==> src/rtl/store_pkg.sv <==
// Shared types and helpers for the store queue: funct3 encodings, the queued entry
// format and the size/alignment rules for S-type stores.
package store_pkg;

  localparam int SQ_N = 13;

  localparam logic [2:0] F3_SB = 3'b000;
  localparam logic [2:0] F3_SH = 3'b001;
  localparam logic [2:0] F3_SW = 3'b010;
  localparam logic [2:0] F3_SD = 3'b011;

  typedef struct packed {
    logic [SQ_N-1:0] addr;
    logic [63:0]     wdata;
    logic [7:0]      wstrb;
  } sq_entry_t;

  // Strobe for the access size before it is shifted into its byte lane.
  function automatic logic [7:0] size_strobe(input logic [2:0] funct3);
    case (funct3)
      F3_SB:   return 8'h01;
      F3_SH:   return 8'h03;
      F3_SW:   return 8'h0F;
      F3_SD:   return 8'hFF;
      default: return 8'h00;
    endcase
  endfunction

  function automatic logic is_aligned(input logic [2:0] funct3, input logic [2:0] off);
    case (funct3)
      F3_SB:   return 1'b1;
      F3_SH:   return off[0] == 1'b0;
      F3_SW:   return off[1:0] == 2'b00;
      F3_SD:   return off == 3'b000;
      default: return 1'b0;
    endcase
  endfunction

endpackage

==> src/rtl/store_queue_lane_align.sv <==
// Enqueue-side formatter: turns a raw store into a doubleword-aligned address,
// lane-shifted data and byte strobe, and flags misaligned or illegal stores.
module store_lane_align
  import store_pkg::*;
#(
  parameter int N = SQ_N
) (
  input  logic [N-1:0] st_addr,
  input  logic [63:0]  st_data,
  input  logic [2:0]   st_funct3,
  output logic [N-1:0] al_addr,
  output logic [63:0]  al_data,
  output logic [7:0]   al_strb,
  output logic         al_err
);

  logic [2:0]  off;
  logic [7:0]  base_strb;
  logic [63:0] byte_mask;

  always_comb begin
    off       = st_addr[2:0];
    base_strb = size_strobe(st_funct3);
    byte_mask = '0;
    // Drop source bits above the access size before shifting into the lane.
    for (int b = 0; b < 8; b++) begin
      byte_mask[8*b +: 8] = {8{base_strb[b]}};
    end
    al_addr = {st_addr[N-1:3], 3'b000};
    al_data = (st_data & byte_mask) << {off, 3'b000};
    al_strb = base_strb << off;
    al_err  = !is_aligned(st_funct3, off);
  end

endmodule

==> src/rtl/store_queue.sv <==
// In-order store buffer between store execute and a single-port data memory:
// accepts one store per cycle, drains via req/gnt, and flags load-address hazards.
module store_queue
  import store_pkg::*;
#(
  parameter int N     = SQ_N,
  parameter int DEPTH = 4
) (
  input  logic         clk,
  input  logic         rst,
  input  logic         st_valid,
  output logic         st_ready,
  input  logic [N-1:0] st_addr,
  input  logic [63:0]  st_data,
  input  logic [2:0]   st_funct3,
  output logic         misalign_err,
  output logic         mem_req,
  input  logic         mem_gnt,
  output logic [N-1:0] mem_addr,
  output logic [63:0]  mem_wdata,
  output logic [7:0]   mem_wstrb,
  input  logic [N-1:0] ld_addr,
  output logic         ld_hazard,
  output logic         empty
);

  localparam int PW = $clog2(DEPTH);
  localparam int CW = PW + 1;
  localparam logic [N-1:0] DW_MASK = {{(N-3){1'b1}}, 3'b000};

  typedef enum logic {S_IDLE, S_REQ} state_t;

  state_t          state_q;
  sq_entry_t       ent_q [DEPTH];
  logic [DEPTH-1:0] vld_q;
  logic [PW-1:0]   wptr_q, rptr_q, rptr_d;
  logic [CW-1:0]   count_q, count_d;
  logic            misalign_q, mem_req_q, empty_q;
  logic [N-1:0]    mem_addr_q;
  logic [63:0]     mem_wdata_q;
  logic [7:0]      mem_wstrb_q;

  logic [N-1:0]    al_addr;
  logic [63:0]     al_data;
  logic [7:0]      al_strb;
  logic            al_err;
  logic            full, hs, push, pop;
  sq_entry_t       push_ent, head_d;

  store_lane_align #(.N(N)) u_align (
    .st_addr   (st_addr),
    .st_data   (st_data),
    .st_funct3 (st_funct3),
    .al_addr   (al_addr),
    .al_data   (al_data),
    .al_strb   (al_strb),
    .al_err    (al_err)
  );

  assign full     = (count_q == CW'(DEPTH));
  assign st_ready = !full && !rst;
  assign hs       = st_valid && st_ready;
  assign push     = hs && !al_err;
  assign pop      = (state_q == S_REQ) && mem_gnt;

  always_comb begin
    push_ent = '{addr: al_addr, wdata: al_data, wstrb: al_strb};
    rptr_d   = pop ? rptr_q + 1'b1 : rptr_q;
    count_d  = count_q + CW'(push) - CW'(pop);
    // When the queue drains to nothing this cycle, the next head is the incoming store.
    head_d   = (count_q == CW'(pop)) ? push_ent : ent_q[rptr_d];
  end

  always_comb begin
    ld_hazard = 1'b0;
    for (int i = 0; i < DEPTH; i++) begin
      if (vld_q[i] && (((ent_q[i].addr ^ ld_addr) & DW_MASK) == '0)) ld_hazard = 1'b1;
    end
  end

  always_ff @(posedge clk) begin
    if (push) ent_q[wptr_q] <= push_ent;
  end

  always_ff @(posedge clk) begin
    if (rst) begin
      state_q     <= S_IDLE;
      vld_q       <= '0;
      wptr_q      <= '0;
      rptr_q      <= '0;
      count_q     <= '0;
      misalign_q  <= 1'b0;
      mem_req_q   <= 1'b0;
      mem_addr_q  <= '0;
      mem_wdata_q <= '0;
      mem_wstrb_q <= '0;
      empty_q     <= 1'b1;
    end else begin
      misalign_q <= hs && al_err;
      count_q    <= count_d;
      empty_q    <= (count_d == '0);
      rptr_q     <= rptr_d;
      if (pop) vld_q[rptr_q] <= 1'b0;
      if (push) begin
        vld_q[wptr_q] <= 1'b1;
        wptr_q        <= wptr_q + 1'b1;
      end
      case (state_q)
        S_IDLE: begin
          if (count_d != '0) begin
            state_q     <= S_REQ;
            mem_req_q   <= 1'b1;
            mem_addr_q  <= head_d.addr;
            mem_wdata_q <= head_d.wdata;
            mem_wstrb_q <= head_d.wstrb;
          end
        end
        S_REQ: begin
          if (pop) begin
            if (count_d != '0) begin
              mem_addr_q  <= head_d.addr;
              mem_wdata_q <= head_d.wdata;
              mem_wstrb_q <= head_d.wstrb;
            end else begin
              state_q   <= S_IDLE;
              mem_req_q <= 1'b0;
            end
          end
        end
        default: state_q <= S_IDLE;
      endcase
    end
  end

  assign misalign_err = misalign_q;
  assign mem_req      = mem_req_q;
  assign mem_addr     = mem_addr_q;
  assign mem_wdata    = mem_wdata_q;
  assign mem_wstrb    = mem_wstrb_q;
  assign empty        = empty_q;

endmodule

==> config.mk <==
export PLATFORM = sky130hd
export DESIGN_NAME = store_queue
export DESIGN_NICKNAME = d
export VERILOG_FILES = /design/src/rtl/store_pkg.sv /design/src/rtl/store_queue_lane_align.sv /design/src/rtl/store_queue.sv
export SDC_FILE = /design/constraint.sdc
export NUM_CORES = 1
export LEC_CHECK = 0
export ABC_CLOCK_PERIOD_IN_PS = 3910
export CORE_ASPECT_RATIO = 1.5
export CORE_MARGIN = 1.5
export CORE_UTILIZATION = 53
export CTS_BUF_LIST = sky130_fd_sc_hd__clkbuf_4 sky130_fd_sc_hd__clkbuf_8
export DETAILED_ROUTE_END_ITERATION = 8
export PLACE_DENSITY = 0.8
export SLEW_MARGIN = 10
export SYNTH_ARGS = -nofsm -noshare
export SYNTH_HDL_FRONTEND = slang
export SYNTH_SLANG_ARGS = --single-unit
==> constraint.sdc <==
create_clock -name clk -period 3.91 [get_ports clk]
set_input_delay 0.782 -clock clk [delete_from_list [all_inputs] [get_ports clk]]
set_output_delay 0.782 -clock clk [all_outputs]
set_load 0.1 [all_outputs]
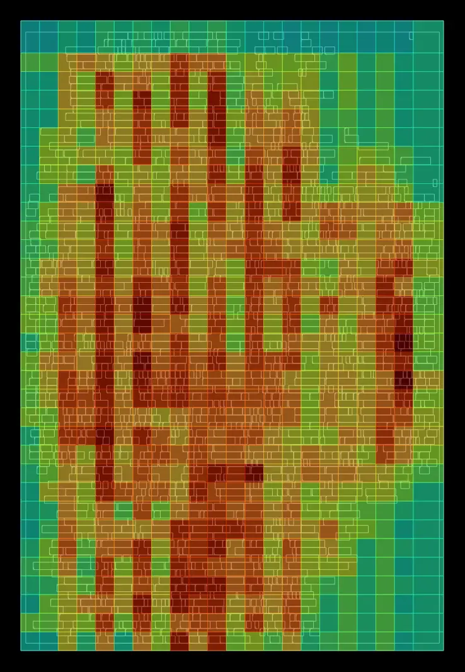
Run 1: routing congestion map
met2 Usage GRT: 48.13%
global-route usage over all layers: 27.42%

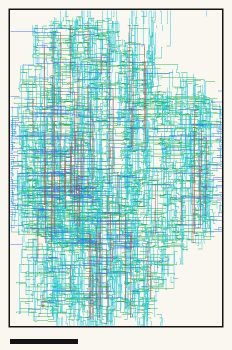
Run 1: wiring by layer
The bar under the picture is 50 um long.
layer	colour	wire length
met3	blue	3,500 um
met1	green	17,100 um
met4	red	2,990 um
met2	cyan	25.5 mm

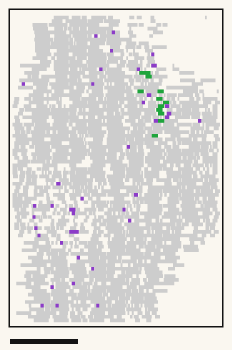
Run 1: gate-type map
The bar under the picture is 50 um long.
family	colour	cells
adder and majority cells	green	11
AND and OR gates	purple	40

==> flow_summary_export.csv, run 1 <==
group,metric,value,unit
final_timing,rsz0062_at_grt,"false",
drt,highest_layer,"met4",
layout,layout_top_cells,"edfxtp_1 (328), clkdlybuf4s50_1 (175), nand2_1 (124)",
synth,top_cell_area_share,52.85,%
synth,synthCells,1314,
drt,drcViolationCount,0,
worst_setup_path,slowest_delay,0.51,ns
drt,wl_met1,17050,um
synth,synth_flops,425,
synth,synth_area,18640,um^2
synth,yosysUniqueCellTypes,73,
placement,dpl_cell_area,21490,um^2
final_timing,clock_skew,0.03723,ns
final_timing,min_period,3.717,ns
layout,drive_gt1_share,20.94,%
run_status,status,"completed",
clock_network,cts_hold_buf,0,
power_and_ir_drop,p_leak,7.776,nW
synth,ys_sh_xor,2.202,%
worst_setup_path,crit_type,"input pin to flop",
run,maxCapViolCount,0,
worst_setup_path,rr_endpoint,"mem_wdata[61]",
die,initial_core_util,54.05,%
clock_network,numCtsBuffers,59,
die,core,34480,um^2
die,ios,187,
die,num_rows,83,
synth,yosysChipArea,18640,um^2
drt,dr.first_iter.drc_count,1396,
worst_setup_path,worstPathArrival,4.29,ns
final_timing,finalMaxSlewViolations,0,
clock_network,clockBufferDepth,3,
layout,antennaDiodeCount,0,
synth,fa_ha_area_share,0.7788,%
worst_hold_path,hold_end,"misalign_err",
die,chip_area,36320,um^2
clock_network,cts_tree,"built",
worst_setup_path,cp_max_fo,41,
layout,area_growth,21.82,%
worst_setup_path,cp_data_required_time,4.49,ns
final_timing,setup_viol,0,
drt,num_vias,12590,
synth,synthAoiAreaFrac,10.10,%
worst_hold_path,holdCritStartpoint,"rst",
final_timing,hold_violations,0,
synth,ys_warn_count,0,
drt,final_antenna_net_count,0,
synth,simple_gate_area_share,8.426,%
die,fp.dieW,156.1,um
placement,dpl.hpwl,34180,um
worst_setup_path,critPathSlowestCell,"clkdlybuf4s50_1",
final_timing,tightest_slew,1.053,ns
worst_setup_path,critPathBufInv,4,
final_timing,slew_headroom,29.60,%
worst_setup_path,r2r_start,"count_q[1]",
worst_setup_path,r2r_slack,0.69,ns
worst_hold_path,holdCritPathClass,"input pin to flop",
drt,firstDrtPassIters,8,
die,chipHeight,232.7,um
global_route,grt_pass1_wl,73950,um
synth,synth-edff-count,328,
drt,wl_per_cell,23.73,um
run,openroad.warnings,36,
global_route,grt_max_degree,81,
clock_network,cts.root.buffer_cell,"clkbuf_8",
drt,wl_met3,3497,um
synth,synth_seq_share,63.27,%
global_route,grt_pass1_vias,12790,
placement,io_buffers,180,
synth,yosys.area.top_type,"edfxtp_1",
worst_setup_path,r2r_cells,14,
layout,fin_util,65.85,%
clock_network,path_clk_slew,0.06,ns
worst_setup_path,end_kind,"flop",
final_timing,post-route-period-util,95.07,%
worst_setup_path,critPathTopFamily,"buffers and inverters",
layout,largest_reg_flops,328,
synth,mux_share,12.33,%
## run 1: routing by layer
| metal | vias up | track usage [%] |
|---|---|---|
| li1 | 5586 | - |
| met1 | 6189 | 31.66 |
| met2 | 668 | 48.13 |
| met3 | 142 | 4.004 |
| met4 | 0 | 16.46 |
| met5 | - | 0 |
## run 1: worst reg2reg max path, delay by kind of cell, from the launching register on
family | cells | cell delay [ns]
compound gates | 2 | 0.37
buf+inv | 3 | 0.37
fa+ha+maj | 3 | 0.83
xor+xnor | 1 | 0.27
flops | 1 | 0.39
simple gates | 5 | 0.94
## run 1: timing repair
action,in CTS,in global routing
endpoints found under the setup margin,0,2
setup buffers,0,1
gates resized,0,1
## run 1: synth_stat cells, drive strengths merged, types with 2 or more instances
master / n
nor4: 6
o21ai: 25
a2bb2oi: 13
a221oi: 4
o221ai: 11
nor3: 16
mux2i: 26
nand3b: 9
or2: 4
o21a: 2
a21oi: 57
nand4: 8
nor2b: 16
o21bai: 8
nor2: 91
and3b: 2
o22ai: 4
nor3b: 2
a22oi: 49
xnor2: 26
nor4bb: 5
o31ai: 7
and3: 2
ha: 10
dfxtp: 97
mux4: 72
xor2: 16
nand2b: 3
a21o: 2
clkbuf: 57
o32a: 5
buf: 43
a221o: 5
nand2: 124
o22a: 2
a211oi: 35
a222oi: 8
inv: 12
a32oi: 15
and2: 29
nand3: 2
edfxtp: 328
mux2: 37
## run 1: worst max-delay path by stage
stage / slack [ns] / depth (start not counted) / end / from
2_1_floorplan: -0.01 / 15 / mem_wstrb[0] / rst
3_3_place_gp: -0.42 / 15 / mem_wdata[34] / st_addr[1]
3_5_place_dp: -0.49 / 15 / mem_wdata[34] / st_addr[1]
4_1_cts: 0.19 / 15 / mem_wdata[61] / st_addr[1]
5_1_grt: 0.08 / 15 / mem_wdata[61] / st_addr[1]
6_report: 0.19 / 15 / mem_wdata[61] / st_addr[1]
## run 1: cell type report
| class | instances | area (um^2) |
|---|---|---|
| Clock buffer | 86 | 1046 |
| Clock inverter | 26 | 155.1 |
| Fill cell | 2494 | 11780 |
| Inverter | 12 | 45.04 |
| Multi-Input combinational cell | 779 | 6394 |
| Sequential cell | 425 | 11790 |
| Tap cell | 467 | 584.3 |
| Timing Repair Buffer | 272 | 2688 |
## run 1: cell families (layout without fill, tap and decap cells)
group,after synthesis,count (layout)
other,1,3
flip-flops,425,425
XOR/XNOR,43,43
buffers and inverters,112,396
AND/OR/NAND/NOR,325,325
adder cells (fa/ha/maj),11,11
AND-OR/OR-AND,262,262
multiplexers,135,135
## run 1: per-stage QoR
stage	TNS (ns)	setup slack (ns)	instances	hold WS (ns)
final	0	0.1929	2067	0.4365
after global placement	-25.52	-0.4187	1954	0.4266
after global routing	0	0.08140	2067	0.4459
after detailed placement	-32.39	-0.4878	1954	0.4306
after CTS	0	0.1852	2066	0.3957
after floorplan	-0.03530	-0.01264	1316	0.4647
## run 1: power by group
part           total, mW  internal, mW  leakage (nW)  switching (mW)
Sequential          5.43          5.21          3.77           0.217
Clock               3.41          1.74         0.639            1.67
Combinational       6.87          2.36          3.37            4.52
Total               15.7          9.31          7.78            6.40
==> run 1 -> run 2 <==
CAP_MARGIN = 20   (was not set)
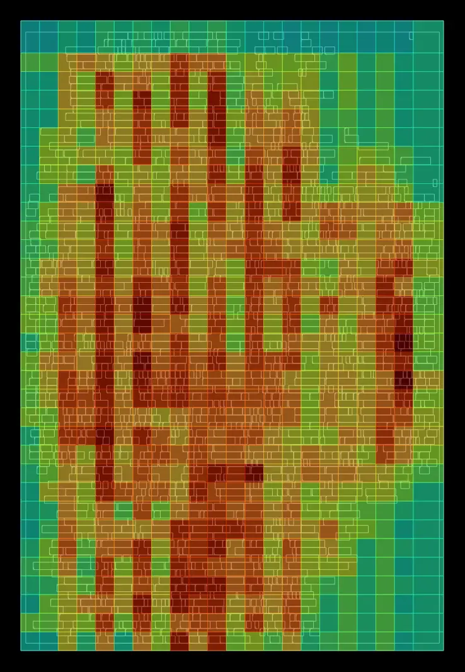
Run 2: routing congestion map
met1 usage: 31.66%
most used routing layer in global routing: met2
routing usage on met3: 4.004%
routed len/inst: 23.73 um
final core occ: 65.85%

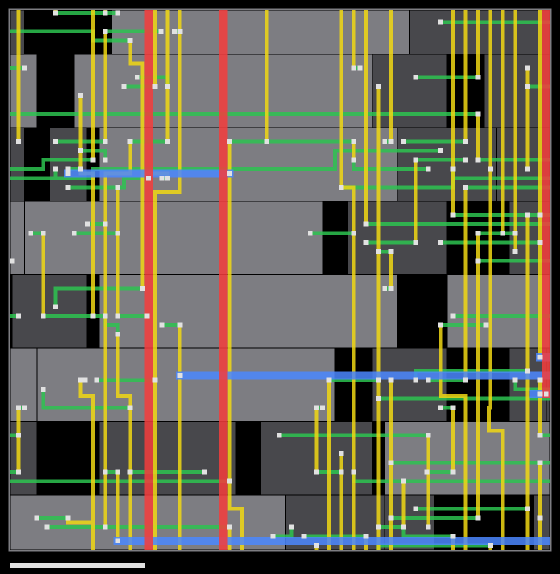
Run 2: zoomed window
The bar under the picture is 5 um long. Window x 68 to 88, y 153 to 173 um. Cells in grey, sequential cells in the stronger grey; small squares are vias.
layer	colour
met3	blue
met1	green
met4	red
met2	yellow
netlist names of flops here include	ent_q (7), mem_wdata (2)
sequential cells in the window	9
cells with their middle in the window	22
most frequent	edfxtp_1 (7)

==> run 2 against run 1 <==
  * Hold slack did not move
  * Critical path type unchanged
  * Clock skew did not move
  * Highest routed layer unchanged
  * Count of clock-buffer cells in the layout stayed put
  * Sequential power is essentially flat
  * Global-route usage did not move
==> flow_summary_export.csv, run 2 <==
group,metric,value,unit
die,chipHeight,232.7,um
synth,synth.most_common_cell,"edfxtp_1",
global_route,grt_pass1_wl,73950,um
clock_network,cts.root.buffer_cell,"clkbuf_8",
clock_network,clock_sinks,425,
synth,synth_area,18640,um^2
final_timing,hold_violations,0,
placement,io_buffers,180,
worst_setup_path,worstPathArrival,4.29,ns
worst_setup_path,slowest_delay,0.51,ns
layout,drive_gt1_share,20.94,%
synth,common_cells,"edfxtp_1 (328), nand2_1 (124), dfxtp_1 (97)",
final_timing,post-route-period-util,95.07,%
layout,area_growth,21.82,%
final_timing,clock_skew,0.03723,ns
power_and_ir_drop,sequentialPowerShare,34.5,%
worst_setup_path,critPathBufInv,4,
die,ios,187,
power_and_ir_drop,p_int,9.308,mW
worst_hold_path,holdCritPathClass,"input pin to flop",
synth,top_cell_area_share,52.85,%
drt,firstDrtPassIters,8,
worst_setup_path,cp_max_fo,41,
final_timing,setup_viol,0,
drt,final_antenna_net_count,0,
final_timing,tightest_slew,1.053,ns
worst_setup_path,cp_data_required_time,4.49,ns
clock_network,path_clk_slew,0.06,ns
synth,yosysChipArea,18640,um^2
synth,synth_seq_share,63.27,%
global_route,grt_pass1_vias,12790,
drt,dr.first_iter.drc_count,1396,
synth,ys_warn_count,0,
final_timing,finalMaxSlewViolations,0,
placement,dpl.hpwl,34180,um
clock_network,numCtsBuffers,59,
power_and_ir_drop,p_leak,7.776,nW
run,openroad.warnings,36,
placement,place_worst_setup_slack,-0.4878,ns
run,maxCapViolCount,0,
clock_network,cts_hold_buf,0,
worst_setup_path,critPathSlowestCell,"clkdlybuf4s50_1",
worst_setup_path,r2r_start,"count_q[1]",
die,num_rows,83,
power_and_ir_drop,switchingPower,6.400,mW
clock_network,clockBufferDepth,3,
drt,num_vias,12590,
worst_setup_path,startpoint,"st_addr[1]",
layout,largest_reg_flops,328,
die,chip_area,36320,um^2
run_status,status,"completed",
worst_setup_path,crit_type,"input pin to flop",
global_route,track_usage,27.42,%
worst_hold_path,holdCritStartpoint,"rst",
clock_network,cts_tree,"built",
final_timing,fin_ws,0.1929,ns
synth,yosys.area.top_type,"edfxtp_1",
worst_setup_path,r2r_slack,0.69,ns
synth,synthCells,1314,
synth,synth_flops,425,
drt,drcViolationCount,0,
worst_setup_path,end_kind,"flop",
power_and_ir_drop,sw_frac_of_total,40.74,%
die,core,34480,um^2
die,initial_core_util,54.05,%
power_and_ir_drop,combPwrFrac,43.7,%
final_timing,slew_headroom,29.60,%
placement,dp.cells,1954,
global_route,grt_max_degree,81,
worst_setup_path,critPathTopFamily,"buffers and inverters",
layout,fin_cells,2067,
synth,yosysUniqueCellTypes,73,
layout,antennaDiodeCount,0,
final_timing,rsz0062_at_grt,"false",
run 2: cell counts in the layout (fill, tap and decap cells not counted):
Identical to the previous run, type by type.
run 2: kinds of logic (layout without fill, tap and decap cells):
family          after synthesis  count (layout)  synth area share, %
compound gates              262             262                10.10
xor+xnor                     43              43                2.202
fa+ha+maj                    11              11               0.7788
buf+inv                     112             396                2.873
flops                       425             425                63.27
mux                         135             135                12.33
other cells                   1               3              0.02012
simple gates                325             325                8.426
run 2: path summary, 6_finish.rpt:
path                        end  cells after the start
setup / recovery  mem_wdata[61]                     15
hold / removal     misalign_err                      4
setup reg to reg  mem_wdata[61]                     14
hold reg to reg   mem_wdata[37]                      2
run 2: per-layer routing:
layer  track usage, %  up-vias  part of all wire [%]
met1            31.66     6189                    35
met2            48.13      668                    52
met5                0        -                     0
met3            4.004      142                   7.1
met4            16.46        0                   6.1
li1                 -     5586                     -
run 2: worst reg2reg max path: stages (launching register included):
cell,delay [ns]
dfxtp_1,0.39
nor2_1,0.11
a21oi_4,0.19
and3_4,0.20
inv_1,0.04
ha_1,0.27
inv_1,0.05
ha_1,0.20
fa_2,0.36
xor3_1,0.27
and2_1,0.24
nor4_4,0.27
buf_12,0.28
a22oi_1,0.18
nand2_1,0.12
run 2: timing repair:
| action | in CTS | in global routing |
|---|---|---|
| gates resized | 0 | 1 |
| buffers inserted | 0 | 1 |
| setup endpoints to repair | 0 | 2 |
run 2: layout make-up:
cell class / count / area, um^2
fill: 2494 / 11780
clock inverter: 26 / 155.1
sequential: 425 / 11790
timing repair buffer: 272 / 2688
tap: 467 / 584.3
inverter: 12 / 45.04
multi-input combinational: 779 / 6394
clock buffer: 86 / 1046
run 2: power by group through the flow:
| stage | sequential (mW) | clock [mW] | combinational (mW) |
|---|---|---|---|
| after floorplan | 7.31 | 0 | 3.01 |
| after global placement | 5.51 | 0 | 6.73 |
| after detailed placement | 5.52 | 0 | 6.84 |
| after CTS | 5.42 | 3.45 | 6.86 |
| after global routing | 5.45 | 3.63 | 7.27 |
| final | 5.43 | 3.41 | 6.87 |
run 2: per-stage QoR:
step           hold WS, ns  area, um^2
5_1_grt             0.4459       22700
4_1_cts             0.3957       22700
6_report            0.4365       22700
2_1_floorplan       0.4647       18720
3_5_place_dp        0.4306       21490
3_3_place_gp        0.4266       21490
Power figures rest on the tool's default switching activity, not on a simulated workload.
